[config.mk]
export PLATFORM = sky130hd
export DESIGN_NAME = circuit_breaker
export DESIGN_NICKNAME = d
export VERILOG_FILES = /design/src/rtl/circuit_breaker.sv
export SDC_FILE = /design/constraint.sdc
export NUM_CORES = 1
export LEC_CHECK = 0
export CAP_MARGIN = 0
export CORE_MARGIN = 2
export CORE_UTILIZATION = 45
export CTS_BUF_LIST = sky130_fd_sc_hd__clkbuf_4
export DETAILED_ROUTE_END_ITERATION = 6
export PLACE_DENSITY = 0.67
export SLEW_MARGIN = 20
export SYNTH_ARGS = -nofsm -noshare
export SYNTH_HDL_FRONTEND = slang
export SYNTH_SLANG_ARGS = --single-unit
[constraint.sdc]
create_clock -name clk -period 3.2 [get_ports clk]
set_input_delay 0.64 -clock clk [delete_from_list [all_inputs] [get_ports clk]]
set_output_delay 0.64 -clock clk [all_outputs]
set_load 0.01 [all_outputs]
[src/rtl/circuit_breaker.sv]
// circuit_breaker: trading-halt controller gating trade requests through NORMAL / HALT / COOLDOWN.
// Ports:
//   clk, rst_n       - clock, asynchronous active-low reset
//   cb_load          - one-cycle trip/extend pulse from the cascade detector
//   cb_param[7:0]    - requested halt length, sampled with cb_load
//   rule_alert_any   - rule alert valid; with rule_alert_type==3 it is a FLASH_CRASH strike
//   rule_alert_type  - rule alert code
//   trade_req        - trade request for this cycle
//   manual_resume    - operator early release from HALT
//   trade_grant      - registered grant for the previous cycle's request
//   trade_halt       - high while in HALT
//   cb_state[1:0]    - 0 NORMAL, 1 HALT, 2 COOLDOWN
//   cb_remaining     - cycles left in HALT/COOLDOWN, 0 in NORMAL
//   halt_events      - saturating count of HALT entries
module circuit_breaker #(
    parameter int MIN_HALT      = 16,
    parameter int COOLDOWN_CYC  = 32,
    parameter int THROTTLE_DIV  = 4,
    parameter int STRIKE_LIMIT  = 3,
    parameter int STRIKE_WINDOW = 256
) (
    input  logic       clk,
    input  logic       rst_n,
    input  logic       cb_load,
    input  logic [7:0] cb_param,
    input  logic       rule_alert_any,
    input  logic [2:0] rule_alert_type,
    input  logic       trade_req,
    input  logic       manual_resume,
    output logic       trade_grant,
    output logic       trade_halt,
    output logic [1:0] cb_state,
    output logic [7:0] cb_remaining,
    output logic [7:0] halt_events
);
    typedef enum logic [1:0] {NORMAL = 2'd0, HALT = 2'd1, COOLDOWN = 2'd2} state_t;
    localparam logic [7:0]  MIN_H       = 8'(MIN_HALT);
    localparam logic [7:0]  CD          = 8'(COOLDOWN_CYC);
    localparam logic [3:0]  THR_LAST    = 4'(THROTTLE_DIV - 1);
    localparam logic [2:0]  STRIKE_LAST = 3'(STRIKE_LIMIT - 1);
    localparam logic [10:0] WIN         = 11'(STRIKE_WINDOW);
    state_t      state_q, state_d;
    logic [7:0]  rem_q, rem_d, events_q, events_d, enter_rem, dur, dec;
    logic [2:0]  strike_q, strike_d;
    logic [10:0] idle_q, idle_d;
    logic [3:0]  thr_q, thr_d;
    logic        grant_q, grant_d, strike, enter;
    assign dur    = (cb_param < MIN_H) ? MIN_H : cb_param;
    assign dec    = (rem_q == 8'd0) ? 8'd0 : rem_q - 8'd1;
    assign strike = rule_alert_any && (rule_alert_type == 3'd3);
    always_comb begin
        state_d   = state_q;
        rem_d     = rem_q;
        events_d  = events_q;
        strike_d  = strike_q;
        idle_d    = idle_q;
        thr_d     = thr_q;
        enter     = 1'b0;
        enter_rem = rem_q;
        // grant reflects the state in the cycle the request was sampled
        grant_d = (state_q == NORMAL)   ? trade_req :
                  (state_q == COOLDOWN) ? (trade_req && thr_q == 4'd0) : 1'b0;
        unique case (state_q)
            NORMAL: begin
                if (cb_load) begin
                    enter     = 1'b1;
                    enter_rem = dur;
                end else if (strike) begin
                    if (strike_q == STRIKE_LAST) begin
                        enter     = 1'b1;
                        enter_rem = 8'hFF;
                    end else begin
                        strike_d = strike_q + 3'd1;
                        idle_d   = 11'd0;
                    end
                end else begin
                    // idle timer saturates at the window so it never wraps
                    idle_d = (idle_q == WIN) ? idle_q : idle_q + 11'd1;
                    if (idle_d == WIN) strike_d = 3'd0;
                end
            end
            HALT: begin
                if (cb_load) rem_d = (dec > dur) ? dec : dur;
                else if (manual_resume || rem_q <= 8'd1) begin
                    state_d = COOLDOWN;
                    rem_d   = CD;
                end else rem_d = dec;
            end
            COOLDOWN: begin
                if (cb_load) begin
                    enter     = 1'b1;
                    enter_rem = dur;
                end else if (strike) begin
                    enter     = 1'b1;
                    enter_rem = MIN_H;
                end else begin
                    if (trade_req) thr_d = (thr_q == THR_LAST) ? 4'd0 : thr_q + 4'd1;
                    if (rem_q <= 8'd1) begin
                        state_d = NORMAL;
                        rem_d   = 8'd0;
                    end else rem_d = dec;
                end
            end
            default: begin
                state_d = NORMAL;
                rem_d   = 8'd0;
            end
        endcase
        if (enter) begin
            state_d  = HALT;
            rem_d    = enter_rem;
            events_d = (events_q == 8'hFF) ? events_q : events_q + 8'd1;
            strike_d = 3'd0;
            thr_d    = 4'd0;
        end
    end
    always_ff @(posedge clk or negedge rst_n) begin
        if (!rst_n) begin
            state_q  <= NORMAL;
            rem_q    <= 8'd0;
            events_q <= 8'd0;
            strike_q <= 3'd0;
            idle_q   <= 11'd0;
            thr_q    <= 4'd0;
            grant_q  <= 1'b0;
        end else begin
            state_q  <= state_d;
            rem_q    <= rem_d;
            events_q <= events_d;
            strike_q <= strike_d;
            idle_q   <= idle_d;
            thr_q    <= thr_d;
            grant_q  <= grant_d;
        end
    end
    assign trade_grant  = grant_q;
    assign trade_halt   = (state_q == HALT);
    assign cb_state     = state_q;
    assign cb_remaining = rem_q;
    assign halt_events  = events_q;
endmodule

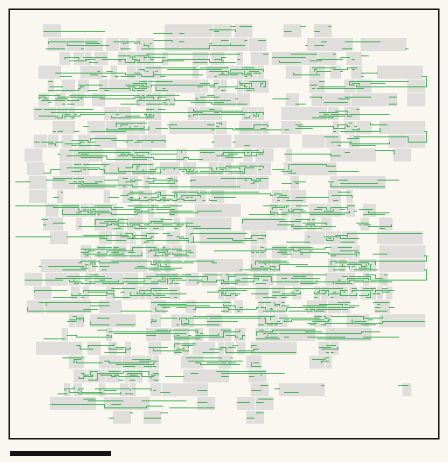
*M1 wires, run 1*
Bar = 20 um. Cells faint in the background.
wire length on this layer	3370 um
share of all routed wire	47%
M1 GR Usage: 27.6%
Detailed Route WL: 7.11 mm

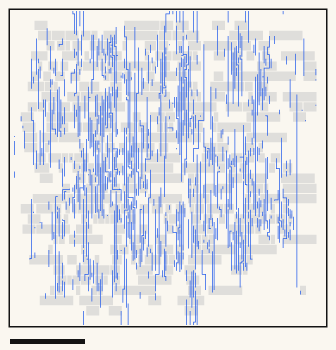
*M2 wires, run 1*
Bar = 20 um. Cells faint in the background.
nets with wire on the layer	355
longest straight run	51.3 um
wire length on this layer	3310 um
main direction	vertical
met2 Resource Use GR: 32.3%
vias post-DR: 2705

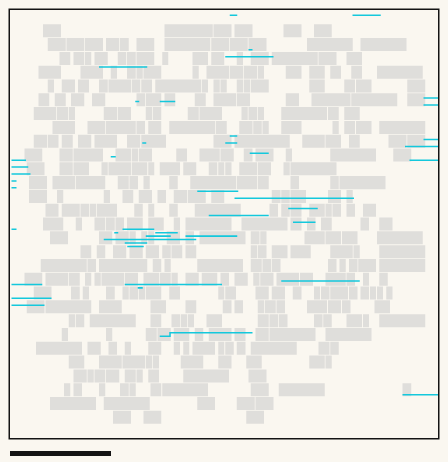
*Signal wires on met3, run 1*
Bar = 20 um. Cells faint in the background.
wire length on this layer	248 um
nets with wire on the layer	34

==> impl_metrics.ini, run 1 <==
; implementation run metrics
[run_status]
outcome = complete, no violations

[grt]
grt_util_met3_pct = 3.83
busiest_layer = met2
grt_pass1_vias = 2547
grt_overflow = 0
grt_use_total_pct = 20.5
grt_antenna_before_repair = 0

[yosys]
syn-cell-area_um2 = 2900
area_leaders = dfrtp_1, ha_1, a21oi_1, nand2_1, o21ai_0
top_cell_area_share_pct = 31.9
synth-seq-cells = 37
edf_count = 0
syn_inst = 340
yosys_warnings = 0
fp_nets = 378
ys_seq_share_pct = 31.9
ys_async_sr_fraction_pct = 100
flop_cell = dfrtp_1

[critical_path]
max_stage_delay_ns = 0.57
start_kind = input pin
critPathCapture = cb_remaining[0]$_DFFE_PN0P_
endpoint_kind = flop
path_cells = clkdlybuf4s50_1 -> or4_4 -> nor2b_1 -> ha_1 -> a211o_1 -> a21oi_4 -> nand3_2 -> a41oi_2 -> buf_4 -> nor3_1 -> a211o_1
ff2ff_path_depth = 13
crit_path_frequent_cell = a211o_1
path_class = input pin to flop
crit_family = AND-OR/OR-AND gates
cp.depth = 11

[final_layout]
nNonClkInverters = 19
nMultiInputCombCells = 277
utilization_pct = 56.7
diodes = 0
dominant-cell-class = multi-input combinational cells
drive_gt1_share_pct = 13.2
top_register = idle_q
seq_share_pct = 26.1
buf_share_pct = 13.6
seq_area_um2 = 928
area_delta_synth_final_pct = 22.6
lay_top_cells = dfrtp_1, clkdlybuf4s50_1, nand2_1
comb_share_pct = 53.4

[drt]
met1Wirelength_mm = 3.37
first_iter_violations = 119
route.detailed.drc = 0
route.met2.wl_mm = 3.31
routedWlPerCell_um = 15.1
avgViaCountPerCell = 5.74
dr.pass1.iters = 5
routed.top_layer = met4
dr_wl_met3_um = 247
drtAntennaViolNets = 0

[placed_design]
placedCellCount = 463
hpwlAfterDp_mm = 5.31
placed_area_um2 = 3450

[cts]
post_cts_resized = 0
clk_pin_slew_worst_paths_ns = 0.13
post-cts-setup-buffers = 0
cts-htree-levels = 2
root_buffer = clkbuf_4
clk_latency_ns = 0.36
clockBufferDepth = 2
cts_tree = yes
hold_buffers = 0

[final_timing]
fin_crit_sh_pct = 96.1
fin_ws_ns = 0.125
skew_ns = 0.0199
setup_violations = 0
hold_viol = 0
max_freq_ghz = 0.325
holdWs_ns = 0.367
slew_headroom_pct = 43.7

[pwr]
combPwrFrac_pct = 62.9
p_comb_w = 0.00186
peakVddDrop_uv = 541
power_leakage_nw = 1.53
power_top_consumer = combinational cells
total_power_w = 0.00296
power_switching_w = 0.00134
power_frac_clock_pct = 11.4

[floorplan]
die_y_um = 84.3
row_count = 29
chipWidth_um = 84.3
dieArea_um2 = 7110

[run]
warnings = 33
run 1: cell usage after synthesis (all sizes together), types with 2 or more instances:
library cell   n
a211o          3
a211oi         6
a21o           3
a21oi         33
a221o          4
a31oi         10
a32o           2
and2           6
and2b          2
and3           9
and4           3
buf            2
clkbuf         5
dfrtp         37
ha            21
inv           19
mux2           4
nand2         33
nand2b         2
nand3         13
nand4          8
nor2          22
nor2b          5
nor3           6
nor3b          6
nor4b          2
o211ai         3
o21a           2
o21ai         25
o22ai          2
o31ai          5
or2            6
or3            2
xnor2          7
xor2           7
run 1: cell families (layout without fill, tap and decap cells):
family,count (synthesis),after routing,synth area share [%]
simple gates,131,131,24.8
fa+ha+maj,21,21,9.05
mux,5,5,1.90
buf+inv,26,80,3.62
compound gates,106,106,24.6
xor+xnor,14,14,4.22
flops,37,37,31.9
--- run 2 (diff from run 1) ---
Settings changed: CTS_CLUSTER_SIZE set to 25.
==> run 2 against run 1 <==
  * Cell count stayed put
  * Final area stayed put
  * Setup slack stayed put
  * First-iteration DRC count stayed put
  * Via count stayed put
  * Critical path depth stayed put
  * Count of clock-buffer cells in the layout stayed put
  * Combinational power hardly changed
  * Highest routed layer unchanged
==> impl_metrics.ini, run 2 <==
; implementation run metrics
[drt]
dr_wl_met3_um = 247
route.detailed.drc = 0
avgViaCountPerCell = 5.74
route.met2.wl_mm = 3.31
routedWlPerCell_um = 15.1
first_iter_violations = 119
drtAntennaViolNets = 0
vias = 2705
met1Wirelength_mm = 3.37
routed_wl_mm = 7.11
dr.pass1.iters = 5
routed.top_layer = met4

[critical_path]
path_cells = clkdlybuf4s50_1 -> or4_4 -> nor2b_1 -> ha_1 -> a211o_1 -> a21oi_4 -> nand3_2 -> a41oi_2 -> buf_4 -> nor3_1 -> a211o_1
arrival_ns = 3.32
max_stage_delay_ns = 0.57
path_class = input pin to flop
ff2ff_path_depth = 13
endpoint_kind = flop
crit_required_ns = 3.45
cp_max_fo = 5
crit_path_frequent_cell = a211o_1
ff2ff_setup_slack_ns = 0.19
reg2reg_from = cb_remaining[2]$_DFFE_PN0P_
timing.rr.end = cb_remaining[4]$_DFFE_PN0P_
worstSetupStartpoint = cb_param[7]
critPathCapture = cb_remaining[0]$_DFFE_PN0P_
critical-path-slowest-cell = or4_4
start_kind = input pin

[placed_design]
place_congestion = 0.845
placedCellCount = 463
placed_area_um2 = 3450
io_buffers = 36
hpwlAfterDp_mm = 5.31
dp_slack_ns = -0.309

[yosys]
common_cells = dfrtp_1, nand2_1, a21oi_1
yosys_warnings = 0
ys_async_sr_fraction_pct = 100
flop_cell = dfrtp_1
top_cell_area_share_pct = 31.9
ys_sh_xor_pct = 4.22
ys_cells = 340
fp_nets = 378
top_area_cell = dfrtp_1
synthMuxAreaShare_pct = 1.90
ys_sh_adder_pct = 9.05
synthAoiAreaFrac_pct = 24.6
yosysMostFrequentCell = dfrtp_1
synth-seq-cells = 37
ys_types = 62
edf_count = 0
syn_avg_cell_area_um2 = 8.54
synthTopLogicFamily = simple AND/OR/NAND/NOR gates
syn-cell-area_um2 = 2900
ys_area_um2 = 2900
ys_seq_share_pct = 31.9
syn_inst = 340
synthSimpleGateAreaFrac_pct = 24.8
area_leaders = dfrtp_1, ha_1, a21oi_1, nand2_1, o21ai_0

[floorplan]
fp_util_pct = 46.3
die_y_um = 84.3
chipWidth_um = 84.3
core_area_um2 = 6280
dieArea_um2 = 7110
row_count = 29
boundaryPins = 37

[pwr]
peakVddDrop_uv = 541
total_power_w = 0.00296
power_leakage_nw = 1.53

[final_layout]
lay_top_cells = dfrtp_1, clkdlybuf4s50_1, nand2_1
final_area_um2 = 3560
diodes = 0
nets = 431
area_delta_synth_final_pct = 22.6
seq_area_um2 = 928
fillers = 600
comb_area_um2 = 1900
largest_reg_flops = 11
drive_gt1_share_pct = 13.2
top_register = idle_q

[final_timing]
max_freq_ghz = 0.325
hold_viol = 0
fin_crit_sh_pct = 96.1
worst_pin_slew_ns = 0.844
slew_viol_final = 0
skew_ns = 0.0199
fin_crit_ns = 3.08
slew_headroom_pct = 43.7
holdWs_ns = 0.367
fin_ws_ns = 0.125
setup_violations = 0

[cts]
cts-htree-levels = 2
clk_pin_slew_worst_paths_ns = 0.13
post_cts_resized = 0
cts_tree = yes
clockBufferDepth = 2
hold_buffers = 0
root_buffer = clkbuf_4
clock_sinks = 37
post-cts-setup-buffers = 0
clk_latency_ns = 0.36

[grt]
grt_antenna_before_repair = 0
busiest_layer = met2
gr-usage-met1_pct = 27.6
use_met2_pct = 32.3
grt_util_met3_pct = 3.83
grt_max_degree = 38
grt_overflow = 0
grt_pass1_wl_mm = 11.9
grt_pass1_vias = 2547

[run_status]
outcome = complete, no violations

[run]
warnings = 33
maxCapViolCount = 0
run 2: power by group:
part           internal (W)  switching (W)  leakage [nW]
clock network      0.000162       0.000174        0.0389
registers          0.000590       0.000173         0.487
logic              0.000863       0.000996          1.00
total               0.00161        0.00134          1.53
run 2: layout make-up:
type,instances,area share (%)
Multi-Input combinational cell,277,53.4
Sequential cell,37,26.1
Timing Repair Buffer,53,13.6
Tap cell,77,2.71
Inverter,19,2.00
Clock inverter,3,1.16
Clock buffer,5,1.05
run 2: worst max-delay path: cells and delay by family:
kind | cells | cell delay [ns]
buffers and inverters | 2 | 0.59
and+or+nand+nor | 4 | 0.90
AOI/OAI and AO/OA | 4 | 1.00
adders and majority gates | 1 | 0.18
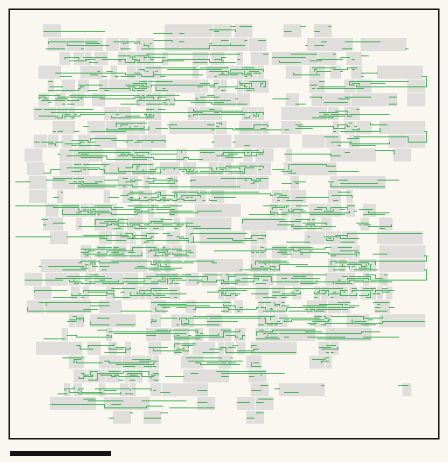
*M1 wires, run 2*
Bar = 20 um. Cells faint in the background.

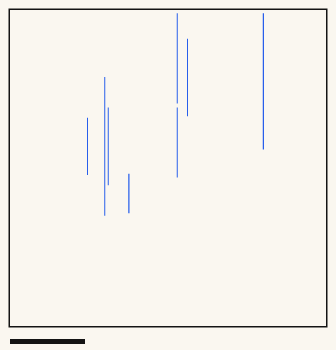
*The metal 4 layer, run 2*
Bar = 20 um.
share of all routed wire	2.5%
nets with wire on the layer	8
longest straight run	36.7 um
main direction	vertical
wire length on this layer	181 um

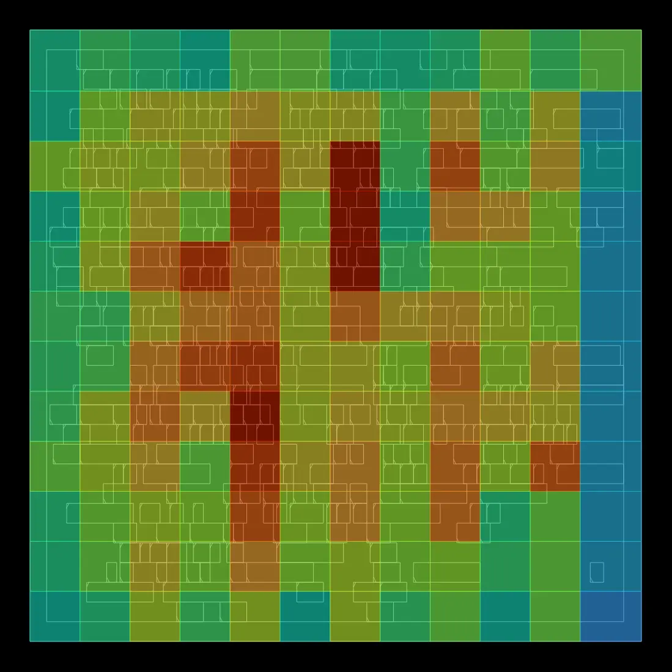
*Track usage over the die, run 2*
GRT Overall Usage: 20.5%
Util after Layout: 56.7%

Power figures rest on the tool's default switching activity, not on a simulated workload.
